<file path="src/rtl/chstrip_pkg.sv">
// Purpose: shared constants and types for the channel-strip front panel.
//   KPC_IDLE : keypad row/column value with nothing active (all high)
//   KPC_C0   : column drive for the first scan column
//   DIV_48K  : CLOCK_50 cycles per ~48 kHz tick (50 MHz / 1041)
//   col_t    : keypad scan column state
package chstrip_pkg;

  localparam logic [3:0]  KPC_IDLE = 4'b1111;
  localparam logic [3:0]  KPC_C0   = 4'b0111;
  localparam int unsigned DIV_48K  = 1041;

  typedef enum logic [1:0] {C0, C1, C2, C3} col_t;

  // Active-low one-hot column drive for a scan state.
  function automatic logic [3:0] col_to_kpc(input col_t c);
    logic [3:0] k;
    case (c)
      C0:      k = 4'b0111;
      C1:      k = 4'b1011;
      C2:      k = 4'b1101;
      C3:      k = 4'b1110;
      default: k = KPC_C0;
    endcase
    return k;
  endfunction

endpackage

</file>
<file path="src/rtl/kp_scan_timebase_tick_gen.sv">
// Purpose: free-running divider producing a one-cycle tick and a ~50% square wave.
// Ports:
//   CLOCK_50 in  : clock
//   reset    in  : asynchronous active-high reset
//   tick     out : registered 1-cycle pulse, high in the cycle after cnt==DIV-1
//   sq       out : registered square wave, high while cnt >= DIV/2
module tick_gen
  import chstrip_pkg::*;
#(
  parameter int unsigned DIV = DIV_48K
) (
  input  logic CLOCK_50,
  input  logic reset,
  output logic tick,
  output logic sq
);

  localparam int unsigned CW   = (DIV > 1) ? $clog2(DIV) : 1;
  localparam logic [CW-1:0] LAST = CW'(DIV - 1);
  localparam logic [CW-1:0] HALF = CW'(DIV / 2);

  logic [CW-1:0] cnt_q, cnt_d;
  logic          tick_q, sq_q;

  // Next count, wrapping at DIV-1.
  always_comb begin
    cnt_d = cnt_q + CW'(1);
    if (cnt_q == LAST) begin
      cnt_d = '0;
    end
  end

  // sq is computed from cnt_d so the registered wave lines up with cnt_q.
  always_ff @(posedge CLOCK_50 or posedge reset) begin
    if (reset) begin
      cnt_q  <= '0;
      tick_q <= 1'b0;
      sq_q   <= 1'b0;
    end else begin
      cnt_q  <= cnt_d;
      tick_q <= (cnt_q == LAST);
      sq_q   <= (cnt_d >= HALF);
    end
  end

  assign tick = tick_q;
  assign sq   = sq_q;

endmodule

</file>
<file path="src/rtl/kp_scan_timebase.sv">
// Purpose: ~48 kHz timebase, 4x4 keypad column scanner and display digit counter.
// Ports:
//   CLOCK_50 in      : sole clock
//   reset    in      : asynchronous active-high reset
//   kpr      in  [4] : keypad rows, active-low, asynchronous
//   tick_48  out     : one-cycle enable pulse every DIV cycles
//   clk_48   out     : registered square wave at tick rate (observation only)
//   kpc      out [4] : keypad column drive, one-hot active-low
//   digit    out [2] : current display digit index
//   ct       out [4] : digit enable, one-hot active-high, decoded from digit
module kp_scan_timebase
  import chstrip_pkg::*;
#(
  parameter int unsigned DIV = DIV_48K
) (
  input  logic       CLOCK_50,
  input  logic       reset,
  input  logic [3:0] kpr,
  output logic       tick_48,
  output logic       clk_48,
  output logic [3:0] kpc,
  output logic [1:0] digit,
  output logic [3:0] ct
);

  logic [3:0] kpr_meta_q, kpr_sync_q;
  col_t       col_q, col_d;
  logic [3:0] kpc_q, kpc_d;
  logic [1:0] digit_q, digit_d;

  tick_gen #(.DIV(DIV)) u_tick (
    .CLOCK_50 (CLOCK_50),
    .reset    (reset),
    .tick     (tick_48),
    .sq       (clk_48)
  );

  // Two-flop synchronizer for the asynchronous row inputs.
  always_ff @(posedge CLOCK_50 or posedge reset) begin
    if (reset) begin
      kpr_meta_q <= KPC_IDLE;
      kpr_sync_q <= KPC_IDLE;
    end else begin
      kpr_meta_q <= kpr;
      kpr_sync_q <= kpr_meta_q;
    end
  end

  // Scanner and digit state registers.
  always_ff @(posedge CLOCK_50 or posedge reset) begin
    if (reset) begin
      col_q   <= C0;
      kpc_q   <= KPC_C0;
      digit_q <= 2'd0;
    end else begin
      col_q   <= col_d;
      kpc_q   <= kpc_d;
      digit_q <= digit_d;
    end
  end

  // Next state: advance on tick; a pressed key holds the column, digit always moves.
  always_comb begin
    col_d   = col_q;
    kpc_d   = kpc_q;
    digit_d = digit_q;
    if (tick_48) begin
      digit_d = digit_q + 2'd1;
      if (kpc_q != col_to_kpc(col_q)) begin
        // Column drive disagrees with the state (e.g. upset): restart the scan.
        col_d = C0;
      end else if (kpr_sync_q == KPC_IDLE) begin
        case (col_q)
          C0: col_d = C1;
          C1: col_d = C2;
          C2: col_d = C3;
          C3: col_d = C0;
        endcase
      end
      kpc_d = col_to_kpc(col_d);
    end
  end

  assign kpc   = kpc_q;
  assign digit = digit_q;
  assign ct    = 4'(4'b0001 << digit_q);

endmodule

</file>
<file path="config.mk">
export PLATFORM = sky130hd
export DESIGN_NAME = kp_scan_timebase
export DESIGN_NICKNAME = d
export VERILOG_FILES = /design/src/rtl/chstrip_pkg.sv /design/src/rtl/kp_scan_timebase_tick_gen.sv /design/src/rtl/kp_scan_timebase.sv
export SDC_FILE = /design/constraint.sdc
export NUM_CORES = 1
export LEC_CHECK = 0
export CORE_MARGIN = 4
export CORE_UTILIZATION = 40
export CTS_CLUSTER_DIAMETER = 80
export CTS_CLUSTER_SIZE = 25
export DETAILED_ROUTE_END_ITERATION = 8
export GPL_TIMING_DRIVEN = 0
export PLACE_DENSITY_LB_ADDON = 0.05
export SYNTH_ARGS = -nofsm -noshare
export SYNTH_HDL_FRONTEND = slang
export SYNTH_HIERARCHICAL = 1
export SYNTH_SLANG_ARGS = --single-unit
</file>
<file path="constraint.sdc">
create_clock -name CLOCK_50 -period 3.5 [get_ports CLOCK_50]
set_input_delay 0.7 -clock CLOCK_50 [delete_from_list [all_inputs] [get_ports CLOCK_50]]
set_output_delay 0.7 -clock CLOCK_50 [all_outputs]
set_load 0.05 [all_outputs]
</file>
### Clock distribution

Bar = 20 um.
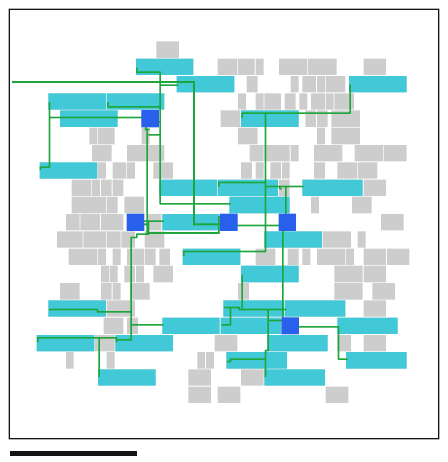
flip-flops -> cyan  # count 29
cells driving clock nets -> blue  # count 5
clock wires -> green  # length 390 um
flops lie = spread over the die
routed clock nets = 6
Latency at later pin: 0.32 ns
clock network power: 0.000191 W
Worst Skew: 0.0112 ns
part of the power in the clock network: 34.7%

==> results.txt <==
Notes on the physical implementation.

- The flow ran to the end, and the final reports show no timing, DRC or antenna violations.
- The design received a total of 46 well taps at floorplan.
- The tally of OpenROAD warnings is 34, for reference.
- The aggregate global routing overflow is 0, for reference.
- The type of element launching the critical path is a flip-flop, for reference.
- Per the detailed placement report, the placed cell area equals 1640 sq um.
- The fmax is 398 MHz, for reference.
- The critical path contains buffers and inverters numbering 2 combined.
- Once the floorplan was initialized, standard cells occupied 42.0% of the core.
- In this run the full chip footprint comes out at 4550 sq um.
- The placement summary gives the final routability congestion estimate as 0.889.
- The largest net degree at the start of global routing is 17, for reference.
- In the final layout, the fill cell count is 325.
- The combined area of the multi-input logic cells is 601 sq um, for reference.
- The post-synth net total is 142, for reference.
- For hold timing, the worst endpoint is kpr_sync_q[2].
- The transition time at the pin with the least slew margin is 0.612 ns, for reference.
- The post-route cell area is 1690 sq um, for reference.
- The total number of clock tree sinks is 29, for reference.
- Per the synth log, the flip-flop and latch total comes to 29.
- Sequential cells were found to cover 52.3% of the synthesized design area.
- The worst setup path is of the reg2out kind.
- The critical path depth is 3, for reference.
- The maximum resistive drop on vdd is 0.213 mV, for reference.
- The filler-free cell count of the finished design is 196, for reference.
- The static leakage is 0.708 nW, for reference.
- The buffers inserted during post-CTS setup optimization is 0, for reference.
- Setup repair after global routing left no endpoint under its margin.
- A synthesized cell averages 11.3 sq um.
- The top cell type by area accounts for 31.9% of the synthesized area.
- The routed via count divided by cell count is 5.08, for reference.
- Among all cell classes, the greatest summed area belongs to registers.
- The global-route wire length before repair is 4510 um, for reference.
- The hold slack is 0.360 ns, for reference.
- The detailed-route DRC error count is 0, for reference.
- The most popular library cell in the synthesized design by count is sky130_fd_sc_hd__dfrtp_1, for reference.
- The setup slack after layout is 0.988 ns, for reference.
- After layout the clock buffers and inverters come to 3.03% of cell area.
- The fraction of registers with async set/reset is 100%, for reference.
- The cell row count is 21, for reference.
- The kind of cell adding the most delay to the critical path is buffers and inverters, for reference.
- The wire-length estimate of the detail-placed layout is 1860 um.
- Data on the critical path is required at its endpoint by 2.80 ns.
- Power attributed to combinational cells is 0.0000141 W.
- The core region is 3360 sq um.
- The number of antenna violations at the first check in global routing is 0, for reference.
- The I/O pin total is 18, for reference.
- The total power of the final layout is 0.000549 W, for reference.
- The final antenna diode tally reported by the flow is 0.
### Routed metal, one colour a layer

Bar = 20 um.
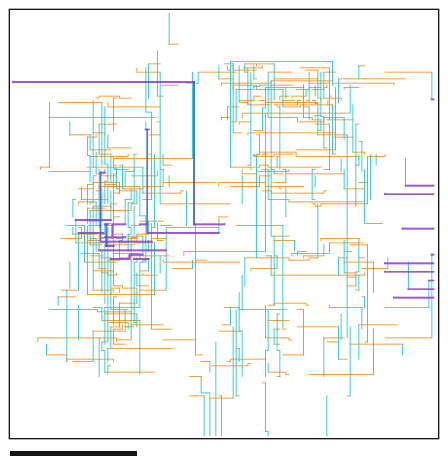
met2 -> cyan  # wire length 1280 um
met1 -> orange  # wire length 1120 um
met4 -> blue  # wire length 50.3 um
met3 -> purple  # wire length 137 um
routed len/inst: 13.2 um
vias after detailed routing: 996
Total Routed Length: 2590 um
combined global-route utilization of all metal layers: 13.7%

-- registers in the layout, indices dropped and copies added (netlist names) --
name,flops
u_tick/cnt_q,11
kpr_meta_q,4
kpr_sync_q,4
col_q,2
kpc,4
digit,2
u_tick/tick,1
u_tick/sq,1
-- layer usage --
metal	global-route usage (%)	routed length, um	vias to the layer above
met5	0	0	-
met4	8.35	50	0
met3	4.49	137	8
met2	22.6	1280	30
met1	15.2	1120	486
li1	-	-	472
-- cell families (layout without fill, tap and decap cells) --
logic type	after synthesis	in the layout	share of synthesized area, %
and+or+nand+nor	41	41	16.0
xor gates and xnor gates	15	15	9.29
adders and majority gates	11	11	9.73
AOI/OAI and AO/OA	14	14	7.43
buffers and inverters	15	40	5.22
DFF	29	29	52.3
Power figures rest on the tool's default switching activity, not on a simulated workload.
